[src/rtl/vote_round_collector_if.sv]
// Ballot-collector bus: round control and voter strobes in, captured ballot and status out.
// The master modport drives the round/vote side; the slave modport is the collector.
interface vote_round_collector_if;
  logic       round_start;
  logic       round_abort;
  logic [3:0] vote_valid;
  logic [3:0] vote_val;
  logic       out_ready;
  logic       out_valid;
  logic       A;
  logic       B;
  logic       C;
  logic       D;
  logic [3:0] cast_mask;
  logic       timed_out;
  logic       dup_vote;
  logic       busy;

  modport master (
    output round_start, round_abort, vote_valid, vote_val, out_ready,
    input  out_valid, A, B, C, D, cast_mask, timed_out, dup_vote, busy
  );

  modport slave (
    input  round_start, round_abort, vote_valid, vote_val, out_ready,
    output out_valid, A, B, C, D, cast_mask, timed_out, dup_vote, busy
  );
endinterface

[src/rtl/vote_round_collector.sv]
// Collects one vote per voter (A..D) per round and holds the ballot until the majority stage takes it.
// Define VOTE_TIMEOUT_EN to close a round after TIMEOUT_CYCLES COLLECT cycles with missing votes as 0.
module vote_round_collector #(
  parameter int TIMEOUT_CYCLES = 100,
  parameter int CNT_W          = $clog2(TIMEOUT_CYCLES + 1)
) (
  input logic                   clk,
  input logic                   rst_n,
  vote_round_collector_if.slave bus
);

  typedef enum logic [1:0] {IDLE, COLLECT, HOLD} state_t;

  state_t     state;
  logic [3:0] votes;
  logic [3:0] mask;
  logic       out_valid_r;
  logic       timed_out_r;
  logic       dup_r;
  logic       busy_r;

  logic [3:0] new_cap;
  logic [3:0] dup_hit;
  logic [3:0] mask_next;
  logic [3:0] votes_next;

  if (TIMEOUT_CYCLES < 1 || CNT_W < $clog2(TIMEOUT_CYCLES + 1)) begin : g_bad_cfg
    $error("vote_round_collector: TIMEOUT_CYCLES must be >= 1 and CNT_W wide enough");
  end

  // First vote locks: only voters not yet in the mask are captured.
  for (genvar gi = 0; gi < 4; gi++) begin : g_voter
    assign new_cap[gi]    = bus.vote_valid[gi] & ~mask[gi];
    assign dup_hit[gi]    = bus.vote_valid[gi] & mask[gi];
    assign mask_next[gi]  = mask[gi] | new_cap[gi];
    assign votes_next[gi] = new_cap[gi] ? bus.vote_val[gi] : votes[gi];
  end

`ifdef VOTE_TIMEOUT_EN
  logic [CNT_W-1:0] timer;
  logic             timer_expired;
  assign timer_expired = (timer == CNT_W'(TIMEOUT_CYCLES - 1));
`endif

  always_ff @(posedge clk) begin
    if (!rst_n) begin
      state       <= IDLE;
      votes       <= 4'h0;
      mask        <= 4'h0;
      out_valid_r <= 1'b0;
      timed_out_r <= 1'b0;
      dup_r       <= 1'b0;
      busy_r      <= 1'b0;
`ifdef VOTE_TIMEOUT_EN
      timer       <= '0;
`endif
    end else begin
      dup_r <= 1'b0;
      case (state)
        IDLE: begin
          if (bus.round_start) begin
            state       <= COLLECT;
            votes       <= 4'h0;
            mask        <= 4'h0;
            timed_out_r <= 1'b0;
            busy_r      <= 1'b1;
`ifdef VOTE_TIMEOUT_EN
            timer       <= '0;
`endif
          end
        end
        COLLECT: begin
          if (bus.round_abort) begin
            state  <= IDLE;
            votes  <= 4'h0;
            mask   <= 4'h0;
            busy_r <= 1'b0;
          end else begin
            votes <= votes_next;
            mask  <= mask_next;
            dup_r <= |dup_hit;
            // Full participation wins over a timeout on the same edge.
            if (mask_next == 4'hF) begin
              state       <= HOLD;
              out_valid_r <= 1'b1;
              timed_out_r <= 1'b0;
            end
`ifdef VOTE_TIMEOUT_EN
            else if (timer_expired) begin
              state       <= HOLD;
              out_valid_r <= 1'b1;
              timed_out_r <= 1'b1;
            end else begin
              timer <= timer + CNT_W'(1);
            end
`endif
          end
        end
        HOLD: begin
          if (bus.out_ready) begin
            state       <= IDLE;
            out_valid_r <= 1'b0;
            busy_r      <= 1'b0;
          end
        end
        default: state <= IDLE;
      endcase
    end
  end

  assign bus.out_valid = out_valid_r;
  assign bus.A         = votes[3];
  assign bus.B         = votes[2];
  assign bus.C         = votes[1];
  assign bus.D         = votes[0];
  assign bus.cast_mask = mask;
  assign bus.timed_out = timed_out_r;
  assign bus.dup_vote  = dup_r;
  assign bus.busy      = busy_r;

endmodule

[src/flat_wrapper.sv]
// flat-port wrapper written by rule: the top's interface ports become plain ports
module vote_round_collector_flat 
#(
  parameter int TIMEOUT_CYCLES = 100,
  parameter int CNT_W          = $clog2(TIMEOUT_CYCLES + 1)
)
  (clk, rst_n, bus_round_start, bus_round_abort, bus_vote_valid, bus_vote_val, bus_out_ready, bus_out_valid, bus_A, bus_B, bus_C, bus_D, bus_cast_mask, bus_timed_out, bus_dup_vote, bus_busy);
  vote_round_collector_if bus_i ();
  input logic clk;
  input logic rst_n;
  input wire logic [$bits(bus_i.round_start)-1:0] bus_round_start;
  input wire logic [$bits(bus_i.round_abort)-1:0] bus_round_abort;
  input wire logic [$bits(bus_i.vote_valid)-1:0] bus_vote_valid;
  input wire logic [$bits(bus_i.vote_val)-1:0] bus_vote_val;
  input wire logic [$bits(bus_i.out_ready)-1:0] bus_out_ready;
  output wire logic [$bits(bus_i.out_valid)-1:0] bus_out_valid;
  output wire logic [$bits(bus_i.A)-1:0] bus_A;
  output wire logic [$bits(bus_i.B)-1:0] bus_B;
  output wire logic [$bits(bus_i.C)-1:0] bus_C;
  output wire logic [$bits(bus_i.D)-1:0] bus_D;
  output wire logic [$bits(bus_i.cast_mask)-1:0] bus_cast_mask;
  output wire logic [$bits(bus_i.timed_out)-1:0] bus_timed_out;
  output wire logic [$bits(bus_i.dup_vote)-1:0] bus_dup_vote;
  output wire logic [$bits(bus_i.busy)-1:0] bus_busy;
  assign bus_i.round_start = bus_round_start;
  assign bus_i.round_abort = bus_round_abort;
  assign bus_i.vote_valid = bus_vote_valid;
  assign bus_i.vote_val = bus_vote_val;
  assign bus_i.out_ready = bus_out_ready;
  assign bus_out_valid = bus_i.out_valid;
  assign bus_A = bus_i.A;
  assign bus_B = bus_i.B;
  assign bus_C = bus_i.C;
  assign bus_D = bus_i.D;
  assign bus_cast_mask = bus_i.cast_mask;
  assign bus_timed_out = bus_i.timed_out;
  assign bus_dup_vote = bus_i.dup_vote;
  assign bus_busy = bus_i.busy;
  vote_round_collector #(.TIMEOUT_CYCLES(TIMEOUT_CYCLES), .CNT_W(CNT_W)) u_core (.clk(clk), .rst_n(rst_n), .bus(bus_i));
endmodule
[config.mk]
export PLATFORM = sky130hd
export DESIGN_NAME = vote_round_collector_flat
export DESIGN_NICKNAME = d
export VERILOG_FILES = /design/src/rtl/vote_round_collector_if.sv /design/src/rtl/vote_round_collector.sv /design/src/flat_wrapper.sv
export SDC_FILE = /design/constraint.sdc
export NUM_CORES = 1
export LEC_CHECK = 0
export CAP_MARGIN = 20
export CORE_MARGIN = 5
export CORE_UTILIZATION = 44
export CTS_BUF_LIST = sky130_fd_sc_hd__clkbuf_8
export CTS_CLUSTER_SIZE = 30
export DETAILED_ROUTE_END_ITERATION = 10
export PLACE_DENSITY = 0.82
export SLEW_MARGIN = 40
export SYNTH_ARGS = -nofsm -noshare
export SYNTH_HDL_FRONTEND = slang
export SYNTH_SLANG_ARGS = --single-unit
[constraint.sdc]
create_clock -name clk -period 1.8 [get_ports clk]
set_input_delay 0.45 -clock clk [delete_from_list [all_inputs] [get_ports clk]]
set_output_delay 0.45 -clock clk [all_outputs]
set_load 0.05 [all_outputs]
port_trees.png
Scale bar: 10 um.
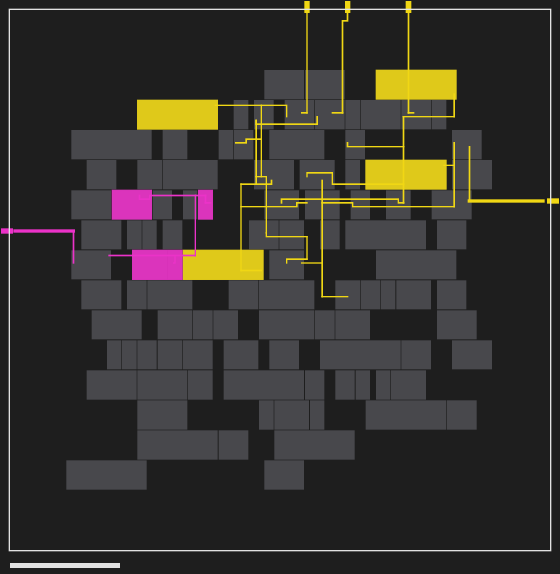
legend:
  yellow:
    port: bus_cast_mask
    direction: output
    edge: 3 top, 1 right
    end_cells: 4
    buffers: 4
    wire: 179 um
  magenta:
    port: rst_n
    direction: input
    edge: left
    end_cells: 4
    buffers: 1
    wire: 30.0 um

m1.png
Supply wires on this layer in grey.
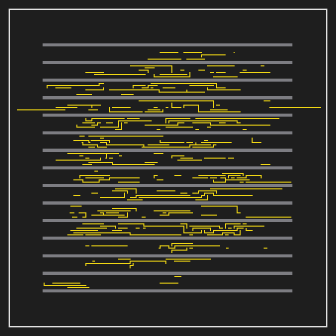
main direction: horizontal
share of all routed wire: 44%
wire length on this layer: 715 um
longest straight run: 12.9 um

closeup.png
Scale bar: 10 um. Region (9, 9) to (39, 39) um. Cells in grey, sequential cells in the stronger grey; small squares are vias.
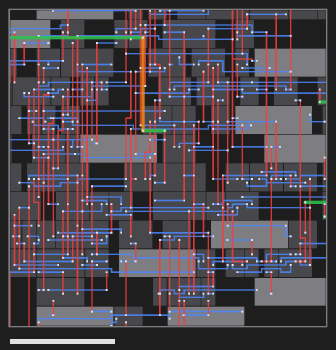
legend:
  blue:
    layer: M1
  green:
    layer: M3
  orange:
    layer: M4
  red:
    layer: M2
cells with their middle in the window: 73
netlist names of flops here include: u_core.votes (4), u_core.bus.cast_mask (2)
most frequent: dfxtp_1 (10)
sequential cells in the window: 10

==> ds_physical_params.txt <==
Implementation parameters

Parameter                              Value

Route
  Via count    622
  Routed wire length on met2    773 um
  Met1 wire length    715 um

Clock network
  Number of hold buffers added after CTS    0
  Skew-Pair Late Insertion Delay    0.24 ns
  Post-CTS setup repair buffer count    0
  Number of H-tree branching levels    1
  Maximum clock path buffer count    2

Layout
  Most numerous logic cell after layout    dfxtp_1
  Top cells excl fill/tap    dfxtp_1 (13), clkdlybuf4s50_1 (12), buf_4 (11)
  Combinational gate count    55
  Proportion of final cell area spent on non-clock buffers    22.0%
  Biggest Area Class    logic gates
  Flop Count    13
  Area Overhead vs Synth    38.3%

GRT
  Met1 usage    15.7%
  Number of antenna violations at the first check in global routing    0
  Number of global-route vias before repair    613
  Wire length of the first global-routing pass    2670 um
  Total routing usage reported by global routing    13.9%
  Global-route met2 utilization    22.6%

Die
  Core Density at Floorplan    45.3%
  Die Span X    48.9 um

Synthesis
  Top logic family    AND-OR/OR-AND gates
  Synthesis-stage register bit count    13
  Most numerous cell in the Yosys netlist    dfxtp_1
  Cell variety after synth    30
  Avg Synthesized Cell Area    8.89 um^2
  Cells in synth_stat.txt    75
  Syn_nets    91
  Post-Synth Adder-Cell Area    5.63%
  Compound-gate portion of the synthesized area    29.5%

Timing
  Post-layout minimum cycle time    1.56 ns
  Setup repair after global routing missed its margin    no
  Worst setup slack after layout    0.235 ns
  Worst hold-check slack    0.489 ns
  Maximum operating frequency    639 MHz
  Setup violation total in the final timing report    0

Critical path
  Cell count along the critical path    5
  CP bufs+invs    1
  Crit path to    u_core.state[0]
  Worst-case reg-to-reg path depth    6
  Worst path cell trace    clkdlybuf4s50_1 -> nand2b_1 -> a21o_1 -> a21o_1 -> a21oi_2
  Endpoint of the worst register-to-register path    u_core.bus.cast_mask[2]

Flow run
  Warning total across the stage logs    28

Power
  Switching power summed over all nets    260 uW
  Clock network power    250 uW
  Combinational-cell power consumption    243 uW
  Clock network power share    30.6%
  Static Leak    0.000396 uW
  Portion of total power attributed to combinational logic    29.8%
  Overall Power    816 uW

Placed design
  Placed cell areas    877 um^2
  # placed instances    112
  Pre-CTS setup slack    -0.00140 ns

Worst hold path
  Worst min-delay path class    reg -> reg

Run status
  Status    finished, final reports clean
Power is estimated from default activity; no workload was simulated.
